**Routing congestion**

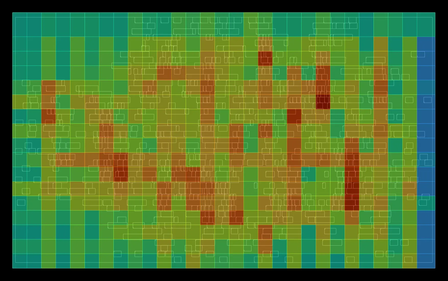
**Signal wires on met3**

The bar under the picture is 50 µm long. Cells faint in the background.
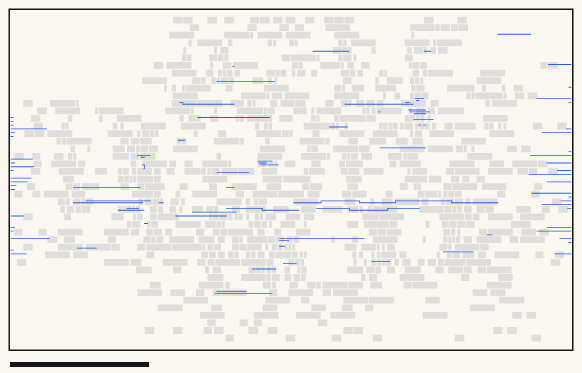
**Logic cells by family**

The bar under the picture is 50 µm long.
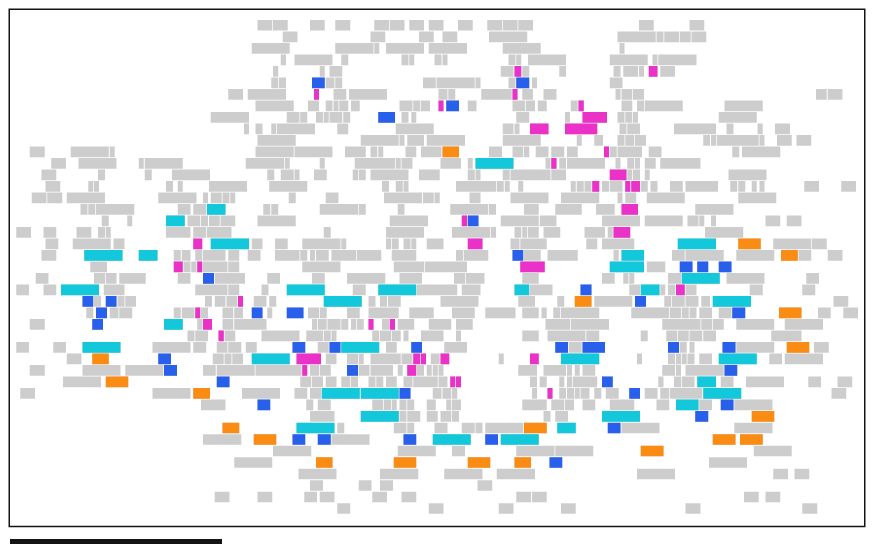
**Zoomed window**

The bar under the picture is 10 µm long. Window x 131 to 171, y 10 to 50 µm. Cells in gray, sequential cells in the stronger gray; small squares are vias.
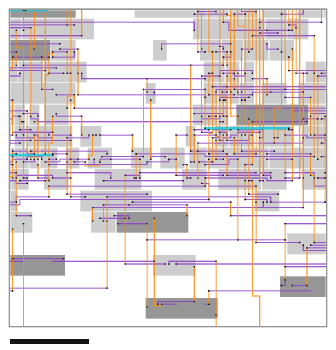
**Met1 routing**

The bar under the picture is 50 µm long. Supply wires on this layer in gray.
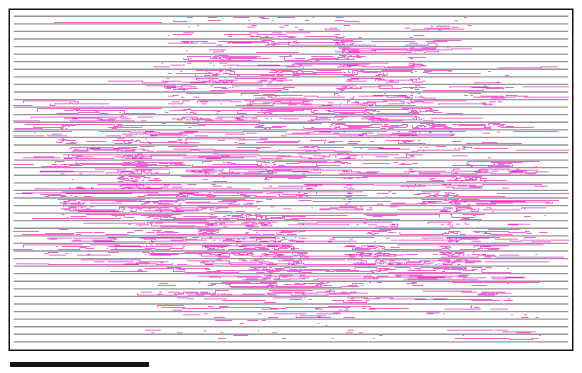
[src/rtl/compound_accumulator_pkg.sv]
// ----------------------------------------------------------------------------
// compound_accumulator_types
// Shared types and constants for the compound accumulator stage.
//   CompoundType : input record  {x: signed 32-bit payload, y: frame-end flag}
//   SummaryType  : output record {sum: signed 32-bit, count: 16-bit, ovf}
//   AccState     : accumulator FSM state
//   SUM_MAX/MIN  : signed 32-bit clamp limits
// ----------------------------------------------------------------------------
package compound_accumulator_types;

    typedef struct packed {
        logic signed [31:0] x;
        logic               y;
    } CompoundType;

    typedef struct packed {
        logic signed [31:0] sum;
        logic [15:0]        count;
        logic               ovf;
    } SummaryType;

    typedef enum logic [0:0] {
        READ_IN   = 1'b0,
        WRITE_OUT = 1'b1
    } AccState;

    localparam logic [31:0] SUM_MAX = 32'h7FFF_FFFF;
    localparam logic [31:0] SUM_MIN = 32'h8000_0000;

endpackage

[src/rtl/compound_accumulator_sat_add32.sv]
// ----------------------------------------------------------------------------
// sat_add32
// Combinational signed 32-bit adder with optional saturation.
//   i_a, i_b : signed operands
//   o_sum    : a + b, clamped to SUM_MAX/SUM_MIN on overflow when SAT_EN=1,
//              otherwise the two's-complement wrapped result
//   o_ovf    : 1 when the true sum does not fit in 32 signed bits
// ----------------------------------------------------------------------------
module sat_add32
    import compound_accumulator_types::*;
#(
    parameter bit SAT_EN = 1'b1
)
(
    input  logic signed [31:0] i_a,
    input  logic signed [31:0] i_b,
    output logic signed [31:0] o_sum,
    output logic               o_ovf
);

    logic [31:0] w_raw;

    assign w_raw = i_a + i_b;

    // Overflow only when both operands share a sign and the result flips it.
    assign o_ovf = (i_a[31] == i_b[31]) && (w_raw[31] != i_a[31]);

    always_comb begin
        o_sum = w_raw;
        if (SAT_EN && o_ovf) begin
            // Operand sign tells which rail was crossed.
            o_sum = i_a[31] ? SUM_MIN : SUM_MAX;
        end
    end

endmodule

[src/rtl/compound_accumulator.sv]
// ----------------------------------------------------------------------------
// compound_accumulator
// Accumulates the signed payload of a CompoundType record stream into one
// running sum per frame and emits a SummaryType record per frame. A frame
// closes on the record's frame-end flag or when the record count reaches
// MAX_COUNT.
//
// Handshake (both ports): a transfer happens on a posedge where notify and
// sync are both 1. notify is the block's ready/valid; sync is the partner's.
// sync while notify is 0 has no effect.
//
// Ports:
//   clk, rst      : clock, asynchronous active-high reset
//   b_in          : input record
//   b_in_sync     : producer offers b_in
//   b_in_notify   : block ready to take b_in (READ_IN)
//   s_out         : summary record, held until accepted and afterwards
//   s_out_sync    : consumer accepts s_out
//   s_out_notify  : s_out valid (WRITE_OUT)
//   o_dbg_state   : current FSM state for observation
// ----------------------------------------------------------------------------
module compound_accumulator
    import compound_accumulator_types::*;
#(
    parameter int MAX_COUNT = 1024,
    parameter bit SAT_EN    = 1'b1
)
(
    input  logic        clk,
    input  logic        rst,
    input  CompoundType b_in,
    input  logic        b_in_sync,
    output logic        b_in_notify,
    output SummaryType  s_out,
    input  logic        s_out_sync,
    output logic        s_out_notify,
    output AccState     o_dbg_state
);

    localparam logic [15:0] LP_MAX_COUNT = 16'(MAX_COUNT);

    AccState            r_state;
    logic signed [31:0] r_acc;
    logic [15:0]        r_cnt;
    logic               r_ovf;
    SummaryType         r_s_out;

    logic signed [31:0] w_sum;
    logic               w_add_ovf;
    logic [15:0]        w_cnt_n;
    logic               w_ovf_n;
    logic               w_close;
    logic               w_in_xfer;
    logic               w_out_xfer;

    sat_add32 #(
        .SAT_EN (SAT_EN)
    ) u_sat_add (
        .i_a   (r_acc),
        .i_b   (b_in.x),
        .o_sum (w_sum),
        .o_ovf (w_add_ovf)
    );

    // Both notifies come straight from the state, so reset forces them
    // immediately and they can never be asserted together.
    assign b_in_notify  = (r_state == READ_IN);
    assign s_out_notify = (r_state == WRITE_OUT);
    assign s_out        = r_s_out;
    assign o_dbg_state  = r_state;

    assign w_in_xfer  = b_in_notify  & b_in_sync;
    assign w_out_xfer = s_out_notify & s_out_sync;

    // r_cnt stays below MAX_COUNT inside a frame, so the increment never wraps.
    assign w_cnt_n = r_cnt + 16'd1;
    assign w_ovf_n = r_ovf | w_add_ovf;
    assign w_close = b_in.y | (w_cnt_n == LP_MAX_COUNT);

    always_ff @(posedge clk or posedge rst) begin
        if (rst) begin
            r_state <= READ_IN;
            r_acc   <= '0;
            r_cnt   <= '0;
            r_ovf   <= 1'b0;
            r_s_out <= '0;
        end else begin
            case (r_state)
                READ_IN: begin
                    if (w_in_xfer) begin
                        if (w_close) begin
                            // Capture the frame including this record and
                            // start the next frame from a clean slate.
                            r_s_out <= '{sum: w_sum, count: w_cnt_n, ovf: w_ovf_n};
                            r_acc   <= '0;
                            r_cnt   <= '0;
                            r_ovf   <= 1'b0;
                            r_state <= WRITE_OUT;
                        end else begin
                            r_acc <= w_sum;
                            r_cnt <= w_cnt_n;
                            r_ovf <= w_ovf_n;
                        end
                    end
                end
                WRITE_OUT: begin
                    // s_out is deliberately left holding the last summary.
                    if (w_out_xfer) begin
                        r_state <= READ_IN;
                    end
                end
                default: r_state <= READ_IN;
            endcase
        end
    end

endmodule
[config.mk]
export PLATFORM = sky130hd
export DESIGN_NAME = compound_accumulator
export DESIGN_NICKNAME = d
export VERILOG_FILES = /design/src/rtl/compound_accumulator_pkg.sv /design/src/rtl/compound_accumulator_sat_add32.sv /design/src/rtl/compound_accumulator.sv
export SDC_FILE = /design/constraint.sdc
export NUM_CORES = 1
export LEC_CHECK = 0
export ABC_CLOCK_PERIOD_IN_PS = 3000
export CORE_ASPECT_RATIO = 0.6
export CORE_UTILIZATION = 25
export DETAILED_ROUTE_END_ITERATION = 12
export GPL_TIMING_DRIVEN = 0
export PLACE_DENSITY = 0.43
export SLEW_MARGIN = 20
export SYNTH_ARGS = -nofsm -noshare
export SYNTH_HDL_FRONTEND = slang
export SYNTH_SLANG_ARGS = --single-unit
[constraint.sdc]
create_clock -name clk -period 3 [get_ports clk]
set_clock_uncertainty 0.15 [all_clocks]
set_input_delay 0.45 -clock clk [delete_from_list [all_inputs] [get_ports clk]]
set_output_delay 0.45 -clock clk [all_outputs]
set_load 0.02 [all_outputs]
==> results.ini <==
[status]
status=finished, violations left
violations=setup timing

[floorplanning]
fp.dieW_um=202
core_region_area_mm2=0.0233
dieArea_mm2=0.0246
die_h_um=122
rows=43
initial_core_util_pct=25.7
io_pins=89

[final_layout]
antennaDiodeCount=0
lay_top_cells=dfrtp_1 (94), nand2_1 (80), clkdlybuf4s50_1 (69), o21ai_0 (52), buf_4 (45)
final_area_mm2=0.00905
syn_to_final_growth_pct=50.9
fin_nets=857
layoutNonFillerInstCount=1107
drive_above_1_share_pct=28.7
final_common_cell=dfrtp_1

[clock_network]
hold_buffers=0
cts_root_buf=clkbuf_16
cts_setup_buffers=39
insertion_delay_ps=350
cts_resized=191
cts_num_sinks=99
clk_pin_slew_worst_paths_ps=70
htreeDepth=3
tritoncts=yes
clockBufferDepth=2
numCtsBuffers=9

[timing]
setup-violations-final=65
timing.final.ws_setup_ps=-286
worstMarginPinSlew_ps=834
rsz0062_at_grt=true
fmaxAchievable_mhz=304
tns_ps=-11940
period_used_pct=110
slew_headroom_pct=44.4
hold_viol_final=0
whs_ps=291
period_minus_slack_ps=3290
slew_violations=0

[synthesis]
most_common_cell=dfrtp_1
edf_count=0
area_leaders=dfrtp_1 (41%), ha_1 (6.7%), o21ai_0 (6.5%)
yosysCellCount=637
top_cell_area_share_pct=41.3
synthCells=637
ys_types=64
ys_ff=99
synth-main-ff-cell=dfrtp_1
syn_area_per_cell_um2=9.41
async_flop_share_pct=100
yosys_warnings=0
synthesis.nets=707
ys_area_mm2=0.00599
synth_area_mm2=0.00599
ys_seq_share_pct=41.3
largest_area_cell=dfrtp_1
common_cells=dfrtp_1 (99), nand2_1 (82), o21ai_0 (78)

[critical_path]
crit_path_top_delay_cell=or4_4
reg2reg_slack_ps=-290
reg2regPathDepth=11
cp-startpoint=r_acc[25]
path_delay_family=simple AND/OR/NAND/NOR gates
endpoint=s_out[20]
crit_fanout=6
worstPathArrival_ps=3430
critPathBufInv=2
worstSetupPathType=reg -> reg
end_kind=flip-flop
worstPathRequired_ps=3140
max_stage_delay_ps=540
crit_chain=ha_4 -> nand4_4 -> or4_4 -> nor3_4 -> o211ai_1 -> and3b_2 -> or3_4 -> buf_8 -> clkbuf_16 -> o21ai_2 -> mux2_2
worstReg2RegStart=r_acc[25]
start_kind=flip-flop
r2r_end=s_out[20]
cp.depth=11

[grt]
grtUsageTotal_pct=16.9
grt_max_degree=30
grt_pass1_vias=5404
grt_pass1_wl_um=31900
antenna_found_initial=0
met2_usage_pct=22.8
grt_overflow_total=0
top_usage_layer=met1
use_met3_pct=2.94

[placement]
place_area_mm2=0.00740
pre_cts_ws_ps=-1260
io_buffer_count=88
placed_cells=1044
hpwl_um=14900
gp_congestion=0.896

[power_and_ir_drop]
powerDensity_mw_per_mm2=986
p_leak_nw=3.72
switchingPower_mw=3.75
clock_power_mw=1.24
maxPowerGroup=combinational cells
seqPwrFrac_pct=24.4
comb_power_mw=5.50
design_power_total_mw=8.92
clock_power_share_pct=13.9
p_int_mw=5.17
powerSeq_mw=2.18
swShare_pct=42.0
power_frac_comb_pct=61.7
ir_worst_vdd_mv=0.348

[drt]
wirelength_um=20600
drtPass1Iterations=5
ant_nets=0
drcViolationCount=0
via_count=5540
drt_iter0_markers=415
vias_per_cell=5.00
route.met3.wl_um=799
met2RoutedLength_um=8080
top_layer_used=met4
wl_per_cell_um=18.6
wl_met1_um=11500

[job]
openroad.warnings=29
cap_violations=0

[worst_hold_path]
hold_class=in -> async

Notes on 'routing congestion' above:
fin util: 38.8%
met1 Track Usage GR: 27.1%

Notes on 'signal wires on met3' above:
The layer carries 800 µm of wire. The longest straight run is 30.4 µm. The layer holds 3.9% of the routed length. 82 nets have wire on it. The wires run mostly horizontal.

Notes on 'logic cells by family' above:
Key: multiplexers = orange [cells 20]; NOR gates = magenta [cells 40]; AND-OR and OR-AND gates = blue [cells 43]; adder and majority cells = cyan [cells 34]

Notes on 'zoomed window' above:
Key: met3 = cyan; met1 = purple; met2 = orange; met4 = green
Netlist names of flops here include `r_acc` (4), `s_out` (2). 66 logic cells have their middle in the window. Sequential cells in the window: 6. Most frequent: nand2_1 (8), dfrtp_1 (6).

Notes on 'met1 routing' above:
The wires run mostly horizontal. 794 nets have wire on it. The layer holds 56% of the routed length. The longest straight run is 54.7 µm.

cell families after synthesis:
family / Yosys count / share of synthesized area [%]
adder cells (fa/ha/maj): 34 / 7.18
flip-flops: 99 / 41.3
multiplexers: 20 / 3.76
buffers and inverters: 49 / 3.92
AND-OR/OR-AND: 223 / 23.8
AND/OR/NAND/NOR: 170 / 13.9
XOR/XNOR: 42 / 6.14
area by class of cell:
class	count	area [µm²]
fill	2294	14200
multi-input combinational	489	4110
sequential	99	2480
timing repair buffer	143	1420
tap	315	394
buffer	34	293
clock buffer	11	243
clock inverter	5	60.1
inverter	11	45.0
flip-flops by register name (all words and copies together), names as in the netlist:
register / cells
s_out: 49
r_acc: 32
r_cnt: 16
o_dbg_state: 1
r_ovf: 1
